File: src/rtl/uart_rx_pkg.sv
// Shared UART definitions: FSM state encodings and 8N1 frame constants.
// The transmitter imports the same package so both ends agree on framing.
package uart_rx_pkg;

  typedef enum logic [2:0] {
    ST_IDLE  = 3'd0,
    ST_START = 3'd1,
    ST_DATA  = 3'd2,
    ST_STOP  = 3'd3,
    ST_BREAK = 3'd4
  } uart_state_e;

  localparam int   DEF_CLKS_PER_BIT = 104;
  localparam int   DATA_BITS        = 8;
  localparam logic STOP_LEVEL       = 1'b1;

endpackage

File: src/rtl/uart_rx_sync_ff.sv
// N-flop synchroniser for asynchronous single-bit inputs, with a selectable
// reset value so idle-high lines do not read as activity after reset.
module sync_ff #(
  parameter int   N       = 2,
  parameter logic RST_VAL = 1'b0
) (
  input  logic clk,
  input  logic reset,
  input  logic d,
  output logic q
);

  logic [N-1:0] chain_q;
  logic [N-1:0] chain_d;

  always_comb begin
    chain_d = {chain_q[N-2:0], d};
  end

  always_ff @(posedge clk or posedge reset) begin
    if (reset) begin
      chain_q <= {N{RST_VAL}};
    end else begin
      chain_q <= chain_d;
    end
  end

  assign q = chain_q[N-1];

endmodule

File: src/rtl/uart_rx.sv
// 8N1 UART receiver: mid-bit sampling of a synchronised rx line, delivering
// each byte through a valid/ack holding register with framing/overrun pulses.
module uart_rx
  import uart_rx_pkg::*;
#(
  parameter int CLKS_PER_BIT = DEF_CLKS_PER_BIT,
  parameter int SYNC_STAGES  = 2
) (
  input  logic       clk,
  input  logic       reset,
  input  logic       rx,
  output logic [7:0] rx_data,
  output logic       rx_valid,
  input  logic       rx_ack,
  output logic       frame_err,
  output logic       overrun,
  output logic       busy
);

  localparam int             CW        = $clog2(CLKS_PER_BIT);
  localparam logic [CW-1:0]  HALF_LAST = CW'(CLKS_PER_BIT / 2 - 1);
  localparam logic [CW-1:0]  BIT_LAST  = CW'(CLKS_PER_BIT - 1);
  localparam logic [2:0]     IDX_LAST  = 3'(DATA_BITS - 1);

  logic rx_s;

  uart_state_e   state_q, state_d;
  logic [CW-1:0] cnt_q, cnt_d;
  logic [2:0]    idx_q, idx_d;
  logic [7:0]    sh_q, sh_d;
  logic [7:0]    rx_data_q, rx_data_d;
  logic          rx_valid_q, rx_valid_d;
  logic          frame_err_q, frame_err_d;
  logic          overrun_q, overrun_d;

  // Preset high so a reset never looks like a start bit.
  sync_ff #(
    .N       (SYNC_STAGES),
    .RST_VAL (1'b1)
  ) u_rx_sync (
    .clk   (clk),
    .reset (reset),
    .d     (rx),
    .q     (rx_s)
  );

  always_comb begin
    state_d     = state_q;
    cnt_d       = cnt_q;
    idx_d       = idx_q;
    sh_d        = sh_q;
    rx_data_d   = rx_data_q;
    rx_valid_d  = rx_valid_q;
    frame_err_d = 1'b0;
    overrun_d   = 1'b0;

    if (rx_ack && rx_valid_q) begin
      rx_valid_d = 1'b0;
    end

    case (state_q)
      ST_IDLE: begin
        if (!rx_s) begin
          state_d = ST_START;
          cnt_d   = '0;
        end
      end
      ST_START: begin
        if (cnt_q == HALF_LAST) begin
          cnt_d   = '0;
          idx_d   = '0;
          state_d = rx_s ? ST_IDLE : ST_DATA;
        end else begin
          cnt_d = cnt_q + CW'(1);
        end
      end
      ST_DATA: begin
        if (cnt_q == BIT_LAST) begin
          cnt_d       = '0;
          sh_d[idx_q] = rx_s;
          idx_d       = idx_q + 3'd1;
          if (idx_q == IDX_LAST) begin
            state_d = ST_STOP;
          end
        end else begin
          cnt_d = cnt_q + CW'(1);
        end
      end
      ST_STOP: begin
        // Leaving at mid-stop leaves half a bit to catch a back-to-back start.
        if (cnt_q == BIT_LAST) begin
          cnt_d = '0;
          if (rx_s == STOP_LEVEL) begin
            state_d    = ST_IDLE;
            rx_data_d  = sh_q;
            rx_valid_d = 1'b1;
            overrun_d  = rx_valid_q && !rx_ack;
          end else begin
            state_d     = ST_BREAK;
            frame_err_d = 1'b1;
          end
        end else begin
          cnt_d = cnt_q + CW'(1);
        end
      end
      ST_BREAK: begin
        if (rx_s) begin
          state_d = ST_IDLE;
        end
      end
      default: begin
        state_d = ST_IDLE;
        cnt_d   = '0;
      end
    endcase
  end

  always_ff @(posedge clk or posedge reset) begin
    if (reset) begin
      state_q     <= ST_IDLE;
      cnt_q       <= '0;
      idx_q       <= '0;
      rx_data_q   <= '0;
      rx_valid_q  <= 1'b0;
      frame_err_q <= 1'b0;
      overrun_q   <= 1'b0;
    end else begin
      state_q     <= state_d;
      cnt_q       <= cnt_d;
      idx_q       <= idx_d;
      rx_data_q   <= rx_data_d;
      rx_valid_q  <= rx_valid_d;
      frame_err_q <= frame_err_d;
      overrun_q   <= overrun_d;
    end
  end

  // Every bit is rewritten before use, so the shifter needs no reset.
  always_ff @(posedge clk) begin
    sh_q <= sh_d;
  end

  assign rx_data   = rx_data_q;
  assign rx_valid  = rx_valid_q;
  assign frame_err = frame_err_q;
  assign overrun   = overrun_q;
  assign busy      = (state_q != ST_IDLE);

endmodule

File: config.mk
export PLATFORM = sky130hd
export DESIGN_NAME = uart_rx
export DESIGN_NICKNAME = d
export VERILOG_FILES = /design/src/rtl/uart_rx_pkg.sv /design/src/rtl/uart_rx_sync_ff.sv /design/src/rtl/uart_rx.sv
export SDC_FILE = /design/constraint.sdc
export NUM_CORES = 1
export LEC_CHECK = 0
export ABC_CLOCK_PERIOD_IN_PS = 3500
export CAP_MARGIN = 5
export CORE_MARGIN = 2
export CORE_UTILIZATION = 35
export DETAILED_ROUTE_END_ITERATION = 6
export HOLD_SLACK_MARGIN = 0.06
export PLACE_DENSITY = 0.56
export SLEW_MARGIN = 20
export SYNTH_ARGS = -nofsm -noshare
export SYNTH_HDL_FRONTEND = slang
export SYNTH_SLANG_ARGS = --single-unit
File: constraint.sdc
create_clock -name clk -period 3.5 [get_ports clk]
set_input_delay 0.7 -clock clk [delete_from_list [all_inputs] [get_ports clk]]
set_output_delay 0.7 -clock clk [all_outputs]
set_load 0.01 [all_outputs]
run_1/pdn.png
Bar = 20 um. Pins as bars on the die edge.
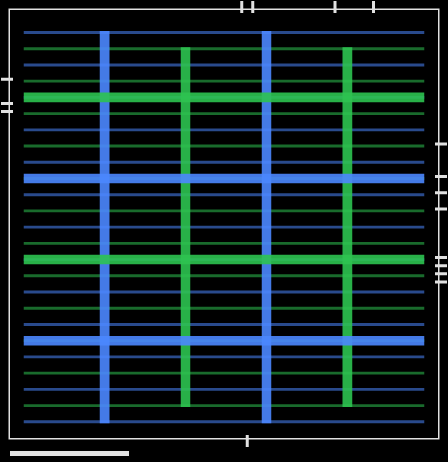
net	colour
VDD	green
VSS	blue
met5 straps	4
met1 rails	25
rows	24
signal pins	16
met4 straps	4

run_1/density.png
Bar = 20 um. The die is cut into 7 by 7 equal tiles; black is low, pale yellow is high, 0 to 100% covered.
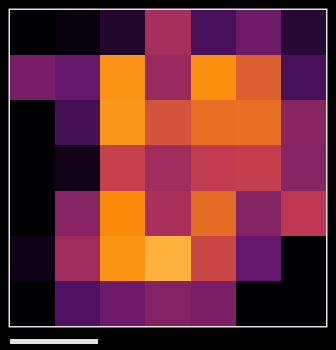
nearly empty tiles	18%
tiles over 75% full	10%
mean over tiles	35%
fullest tile	83%

run_1/final_congestion.png
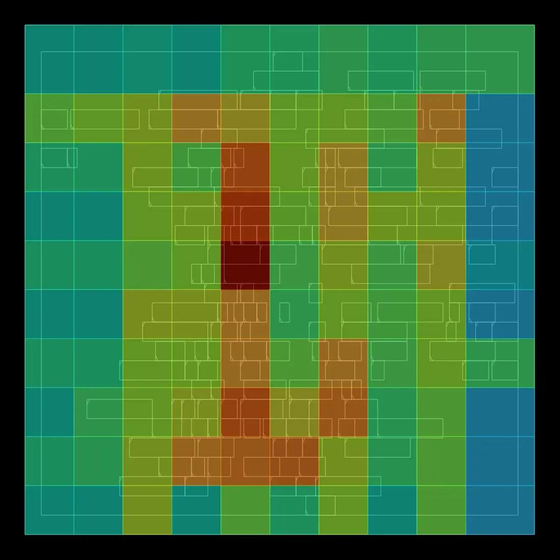
post-DR wirelength/cell: 13.84 um
gr busiest metal: met2
GRT Total Usage: 12.38%
met2 demand-to-capacity share in global routing: 18.42%

run_1/port_nets.png
Bar = 20 um.
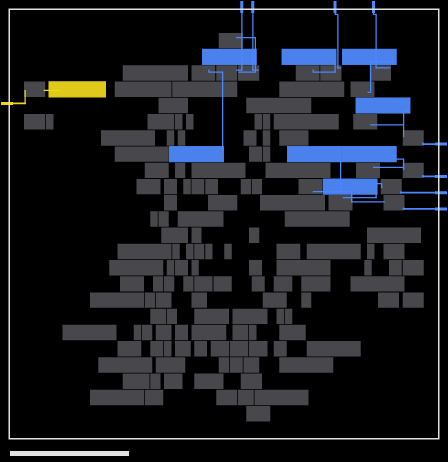
port	colour	bits	direction	edge	end cells	buffers	wire
rx_data	blue	8	output	4 right, 4 top	8	8	150 um
rx	yellow	1	input	left	1	1	7.00 um

==> reports/writeup.txt, run 1 <==
Buffers inserted during clock tree synthesis total 5. The run gives 0 as the count of nets left with antenna violations after detail routing. During I/O placement, the number of pins put on the boundary was 16. The number of antenna violations at the first check in global routing is 0, and the final cycle utilization of the critical path is 69.05%.

Prior to clock tree synthesis, the placed netlist has a worst setup slack of 1385 ps. The path type of the worst setup path is reg -> out. The flow ran to the end, and the final reports show no timing, DRC or antenna violations.

Synthesis instantiated 41 different standard cells from the library. For this run, the detailed router's first-pass iteration total came to 4. In the final report, the number of endpoints failing setup comes to 0. Area of all placed cells without fillers: 1884 um^2.

The logs give 0 for the cell resize tally after clock tree synthesis and 0 for the leftover overflow at the end of global routing. The net count of the mapped netlist came out at 140. On the worst setup and hold paths after CTS, the clock-pin slew comes to 70 ps. The cell count after synthesis came out at 133.

Number of clock sinks seen by CTS: 34. The power report attributes to the clock group a share of 39.8%. With the total sequential power at 0.411 mW, the sequential element share of the synthesized area is 55.56%.

The share of synthesized area in the top cell type comes to 37.35%. In this run, the synthesized area fraction spent on AND-OR/OR-AND gates is recorded as 11.52%. The cell count in the Yosys report came out at 133. Max-slew check failures listed in the final report amount to 0.

Most common cell after layout, fill and taps aside: sky130_fd_sc_hd__dfrtp_1. With the total power draw at 0.6996 mW, the power in combinational cells is 0.0106 mW. The routed wirelength on the met1 layer is recorded as 1294 um.

In this run the most critical hold path is launched from u_rx_sync.chain_q[0]. The max-capacitance violation count is 0, and the width of the die is 71.78 um. The power report lists the clock group at 0.278 mW.

A synthesized cell averages 12.09 um^2. With the length of routed met3 wiring at 126 um, the power density of the placed cells is 371.3 nW/um^2. The routed design shows a via density per instance of 5.218. The most frequently used cell type in the post-synthesis netlist was sky130_fd_sc_hd__dfrtp_1. The global routing usage on met3 is 4.782%. Data arrives at the worst endpoint at 1720 ps.

The top layer reached by signal wires is met4. TritonCTS built the clock tree. With the number of global-route vias before repair at 1001, the critical path's largest stage delay is 560 ps. The switching fraction of total power is 21.69%, and the number of setup buffers added after CTS is 0.

In the final design database the tool counted 156 nets. The first global-routing pass estimated 4774 um of wire. The die covers 5152 um^2. The area after detailed placement is 1799 um^2, and the routability congestion estimate from global placement is 0.8712.

At the end of the flow the core is filled with cells to 42.98%. The report lists the cells along the critical path as or3_1 > clkdlybuf4s50_1. The share of post-route cells with drive strength above 1 was 22.00%. Looking at the critical path, the single cell with the biggest stage delay is sky130_fd_sc_hd__dfrtp_1. For this run, asynchronously set or reset flops after synthesis account for 76.47%.

In the final layout, the fill cell count is 418.
run 1: final cells by class:
| class | count | area share [%] |
|---|---|---|
| clock buffers | 5 | 3.652 |
| clock inverters | 3 | 0.8632 |
| inverters | 3 | 0.5976 |
| multi-input cells | 90 | 36.06 |
| flip-flops and latches | 34 | 47.41 |
| well taps | 52 | 3.453 |
| repair buffers | 15 | 7.968 |
run 1: final timing paths:
path | cells past startpoint | to
setup / recovery | 2 | busy
hold / removal | 0 | u_rx_sync.chain_q[1]
setup reg to reg | 5 | state_q[0]
hold reg to reg | 0 | u_rx_sync.chain_q[1]
max in group asynchronous | 2 | cnt_q[3]
min in group asynchronous | 2 | rx_data[4]
run_1/cell_classes.png
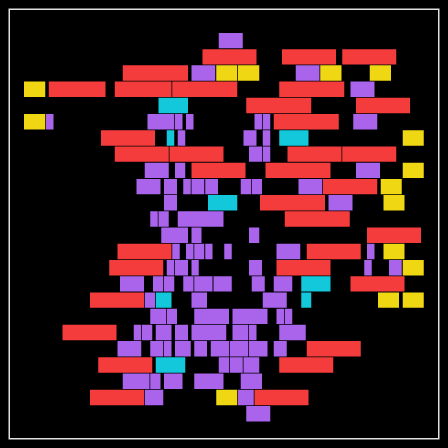

==> run 2: changes to the inputs <==
ABC_CLOCK_PERIOD_IN_PS = 2150   (was 3500)
PLACE_DENSITY = 0.58   (was 0.56)
clock period = 2.15 ns   (was 3.5 ns; I/O delays follow)
run_2/cell_classes.png
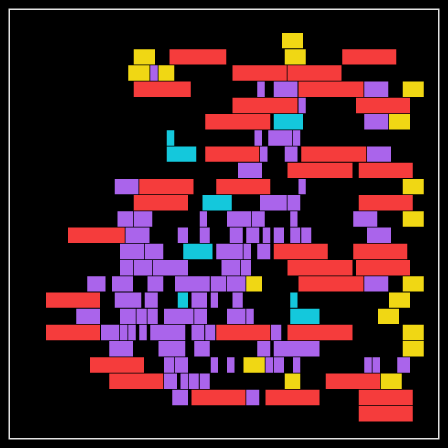
class	colour	cells	share of their area
all other logic	purple	93	38%
clock drivers and dummy loads	cyan	8	4.4%
flip-flops	red	34	49%
other buffers and delay cells	yellow	18	9.4%

==> reports/writeup.txt, run 2 <==
The flow ran to the end, and the final reports show no timing, DRC or antenna violations. The tools report the origin of the worst min-delay path as u_rx_sync.chain_q[0]. The final layout report lists a non-clock inverter count of 3.

Number of buffers created by CTS: 5. Per the layout report, the design carries 18 non-clock buffers. The tools report the cell count after synthesis as 133. The tools report the setup-violating endpoint count in the final report as 0. The run gives 5152 um^2 for the area enclosed by the die boundary.

The design has 34 sequential cells. Looking at the reg2reg group, the worst path ends at state_q[0]. The path type of the worst setup path was reg -> out.

The endpoint of the worst hold path is u_rx_sync.chain_q[1]. The routability congestion estimate from global placement came out at 0.7892. Cell count in the Yosys report: 133. TritonCTS built the clock tree. At the worst endpoint, the arrival time is 1630 ps. The run gives 0 for the number of cells on the worst hold path. Counting endpoints that fail hold in the final report gives 0. Leaving out fill and tap cells, the most frequent cells in the layout are sky130_fd_sc_hd__dfrtp_1, sky130_fd_sc_hd__clkdlybuf4s50_1, sky130_fd_sc_hd__nor2_1, sky130_fd_sc_hd__mux2_2, sky130_fd_sc_hd__edfxtp_1. The report puts the hold buffer count at CTS at 0. The I/O pin count is 16, and the number of clock sinks seen by CTS is 34. The tools report the end point of the critical path as busy.

Counting instances in the post-synthesis netlist gives the leading cell types as sky130_fd_sc_hd__dfrtp_1, sky130_fd_sc_hd__nor2_1, sky130_fd_sc_hd__mux2_2, sky130_fd_sc_hd__edfxtp_1. Per the GRT log, the top usage layer is met2. In the synthesis report, Yosys lists the chip area as 1608 um^2. The run gives 0 as the count of yosys warnings during synthesis.

The final cycle utilization of the critical path is 95.99%, and the met2 capacity usage during global routing is 21.40%. The floorplan step set the die width to 71.78 um. The number of filler instances in the final layout is 412.

The post-placement cell area is 1822 um^2. The final power report lists total power as 1.127 mW. The share of synthesized area in the top cell type comes to 37.35%.

The most frequently used cell type in the post-synthesis netlist was sky130_fd_sc_hd__dfrtp_1. For this run, the number of standard cells in the final layout without fillers is 205. The proportion of cell area occupied by multi-input gates works out to 35.68%.

In this run, placement finished with an instance count of 197. Each instance of the synthesized netlist takes up on average 12.09 um^2. In the final design database the tool counted 159 nets. After synthesis, the cell types taking the most area are sky130_fd_sc_hd__dfrtp_1, sky130_fd_sc_hd__edfxtp_1, sky130_fd_sc_hd__mux2_2, sky130_fd_sc_hd__dfstp_2, sky130_fd_sc_hd__nor2_1. The fraction of area in registers is 46.98%.

The tools report the sequential element share of the synthesized area as 55.56%. The run gives 0 as the leftover overflow at the end of global routing. In this run, the number of DRC markers left after iteration 0 of detailed routing was 35. The layout report lists the clock-cell share of area as 4.271%. Tally of clock buffers in the finished layout: 6. The buffer share of cell area came out at 9.067%. On the worst setup and hold paths after CTS, the clock-pin slew comes to 70 ps.

For this design the ratio of total power to cell area is 591.8 nW/um^2. The tree is rooted in a sky130_fd_sc_hd__clkbuf_8. The number of multi-input combinational cells in the layout is 90.

The dominant cell type by area after synthesis was sky130_fd_sc_hd__dfrtp_1. Number of antenna violations at the first check in global routing: 0. In the routed design, unresolved DRC markers number 0. The worst register-to-register path depth is 5. The count of final max-slew check failures was 0; the highest fanout seen on the critical path was 9. The worst setup path is captured at a primary output. Total global-route track usage over all layers is 12.65%. Dividing the detail-routed wire length by the instance count gives 13.71 um. The dominant kind of cell by area was sequential cells. With the first-pass iteration count of the detailed router at 4, the area of all placed cells without fillers is 1904 um^2.

Setup slack on the worst reg-to-reg path comes out at 200 ps. The netlist uses 41 different library cells. The routed wirelength on the met1 layer is recorded as 1230 um. In this run, synthesis produced a sequential element count of 34. Routed signal wires occupy layers up through met4. When the netlist entered floorplanning its net count stood at 140.

Using the TritonRoute via totals, the vias-per-cell ratio works out to 5.268. Once detail routing completed, the nets flagged for antenna violations numbered 0. The max-capacitance violation count is 0. The dominant combinational cell family by area after synthesis was simple AND/OR/NAND/NOR gates. Among logic cells in the layout, the one with the most instances is sky130_fd_sc_hd__dfrtp_1. With the count of buffers inserted at the top-level ports at 15, the first-pass GRT wire length is 5092 um. After detailed routing, the met3 layer carries 103 um of wire. For the finished layout, the period the worst path requires is 2064 ps.

The run gives 11.52% for the compound-cell area share of the yosys netlist. The number of global-route vias before repair is 1103, and the final-layout worst hold slack is 357.5 ps. According to the tapcell log, the count of inserted taps is 52. In the final layout, the share of cells above drive strength 1 is 23.53%.

For met3 alone, demand over resource in global routing was 3.094%. The async set-or-reset flop fraction in the synthesized netlist is 76.47%.
run_2/density.png
Bar = 20 um. The die is cut into 7 by 7 equal tiles; black is low, pale yellow is high, 0 to 100% covered.
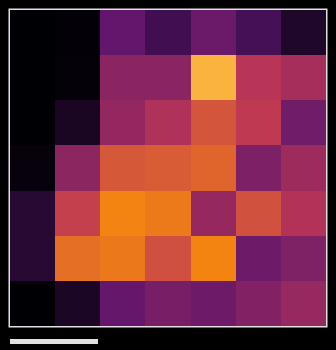
final cell utilization of the core: 43.44%
standard cell core area: 4384 um^2
FP Util: 36.67%

## run 2: where the power goes
group	internal, mW	switching [mW]	leakage (nW)	total (mW)
Sequential	0.664	0.00462	0.413	0.669
Combinational	0.00776	0.0107	0.355	0.0185
Clock	0.222	0.218	0.0426	0.440
## run 2: per-stage QoR
stage               util (%)  setup WS (ps)
finish                 43.44          86.17
global route           43.44          31.29
CTS                    43.41          58.54
detailed placement     41.55          227.7
global placement       41.55          267.0
floorplan                  -          349.7
## run 2: repair_timing
action	4_1_cts	5_1_grt
resized	0	1
hold endpoints to repair	0	0
setup buffers	0	0
endpoints found under the setup margin	0	1
## run 2: worst max-delay path, stage by stage (launching register included)
cell                              delay [ps]
sky130_fd_sc_hd__dfrtp_1                 500
sky130_fd_sc_hd__or3_1                   360
sky130_fd_sc_hd__clkdlybuf4s50_1         490
run_2/pdn.png
Bar = 20 um. Pins as bars on the die edge.
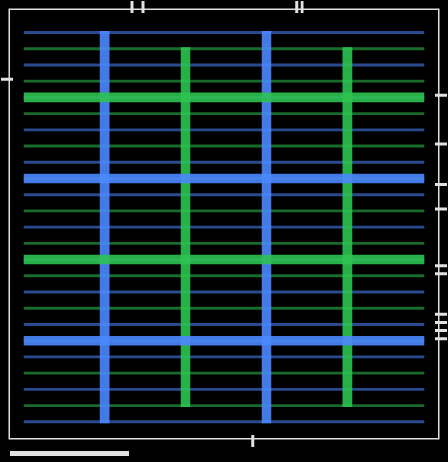

==> run 3: changes to the inputs <==
CAP_MARGIN = 0   (was 5)
CORE_UTILIZATION = 50   (was 35)
CTS_CLUSTER_DIAMETER = 40   (was unset)
PLACE_DENSITY = 0.77   (was 0.58)
run_3/pdn.png
Bar = 20 um. Pins as bars on the die edge.
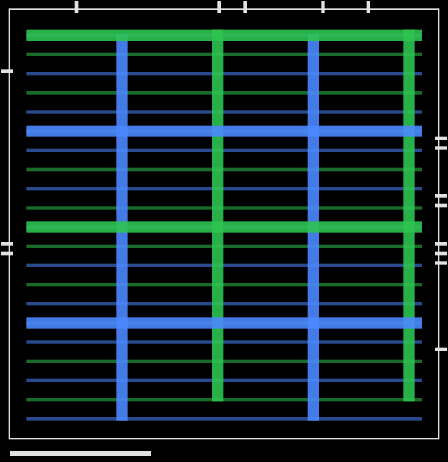
die y size: 60.71 um
width of the die: 60.71 um

run_3/final_congestion.png
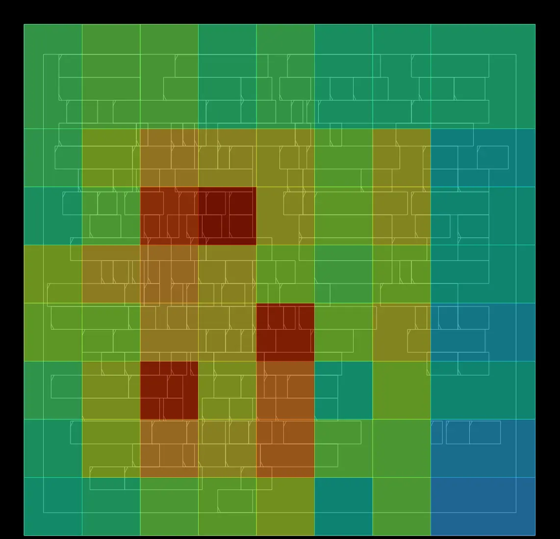
final cell utilization of the core: 63.16%
global routing usage on met3: 7.249%

==> reports/writeup.txt, run 3 <==
The first global-routing pass estimated 4533 um of wire. The number of antenna violations at the first check in global routing is 0. Per the breakdown, switching nets consume 18.93% of all power. In the power breakdown, the internal column shows 0.9489 mW. The total DRC errors in the routed layout was 0.

In the per-layer breakdown of the detailed-route log, met1 shows 1193 um. The total number of nets in the final design was 163; the final cell count without fillers was 201. In this run the power spent charging and discharging nets is 0.2216 mW. The path type of the worst setup path is reg -> out.

The script logs the mean routed wire length per placed instance as 14.01 um. The run gives 0.668 mW as the total sequential power. The routed design shows a via density per instance of 5.488. For this design, Yosys synthesis ends with a cell count of 133. The worst path in the final design needs a cycle of 2076 ps, including I/O delays and setup.

For the number of filler instances in the final layout, the log shows 264. The highest layer touched by signal routing is met4. The commonest cells after synthesis are sky130_fd_sc_hd__dfrtp_1, sky130_fd_sc_hd__nor2_1, sky130_fd_sc_hd__mux2_2, sky130_fd_sc_hd__edfxtp_1. The endpoint of the lowest-slack register-to-register path is state_q[0]. With the routability congestion estimate from global placement at 0.7718, the net count of the mapped netlist is 140. The cell count after synthesis was 133.

The origin of the worst min-delay path was u_rx_sync.chain_q[0]. The power report attributes to the combinational group a share of 1.6%. The iteration count recorded for the first detailed-route pass is 4.

Power comes to 1.171 mW. Sorting the synthesized cells by area gives the leading types as sky130_fd_sc_hd__dfrtp_1, sky130_fd_sc_hd__edfxtp_1, sky130_fd_sc_hd__mux2_2, sky130_fd_sc_hd__dfstp_2, sky130_fd_sc_hd__nor2_1. The run finished with clean final reports. With the number of clock sinks seen by CTS at 34, the arrival time of data at the critical path endpoint is 1650 ps. For the number of setup buffers added after CTS, the log shows 0.

Yosys reports a chip area of 1608 um^2. Per the post-place timing report, worst setup slack is 195.6 ps. After synthesis, the netlist uses 41 different library cells.

In the hold timing report, the worst path depth is 0. Among all cell types in the netlist, the one instantiated most often is sky130_fd_sc_hd__dfrtp_1. Final-layout worst hold slack: 363.8 ps. For reference, the top logic cell family by area is simple AND/OR/NAND/NOR gates. The overall track demand over capacity in global routing came out at 17.32%. The tools report the endpoint of the worst hold path as u_rx_sync.chain_q[1]. Looking at the clock tree report, the root buffer type is sky130_fd_sc_hd__clkbuf_4. The run gives 26.11% for the share of post-route cells with drive strength above 1. Once synthesis finished, the tally of register bits stood at 34.

The end point of the critical path was busy. The run gives 1022 for the number of global-route vias before repair. After detailed placement, the design holds a cell count of 189.

Along the worst path, the maximum fanout reaches 7. The library cell used most frequently in the layout, excluding fill and tap cells, is sky130_fd_sc_hd__dfrtp_1. TritonCTS built the clock tree. After floorplanning, the core was sized to cover 3053 um^2.
==> run 3: cell counts after synthesis <==
No cell type changed its count.
==> run 3: worst max-delay path: stages, from the launching register on <==
cell and delay (ps):
sky130_fd_sc_hd__dfrtp_1 470, sky130_fd_sc_hd__or3_1 340, sky130_fd_sc_hd__clkdlybuf4s50_1 490
==> run 3: kinds of logic (layout without fill, tap and decap cells) <==
logic type	count (synthesis)	after routing
compound gates	22	22
fa+ha+maj	3	3
buf+inv	9	33
flops	34	34
mux	13	13
simple gates	52	52
==> run 3: cell type report <==
cell class | instances | share of cell area [%]
clock buffer | 7 | 2.855
clock inverter | 1 | 1.557
inverter | 3 | 0.5840
multi-input combinational | 90 | 35.24
sequential | 34 | 46.40
tap | 44 | 2.855
timing repair buffer | 22 | 10.51
Power is estimated from default activity; no workload was simulated.
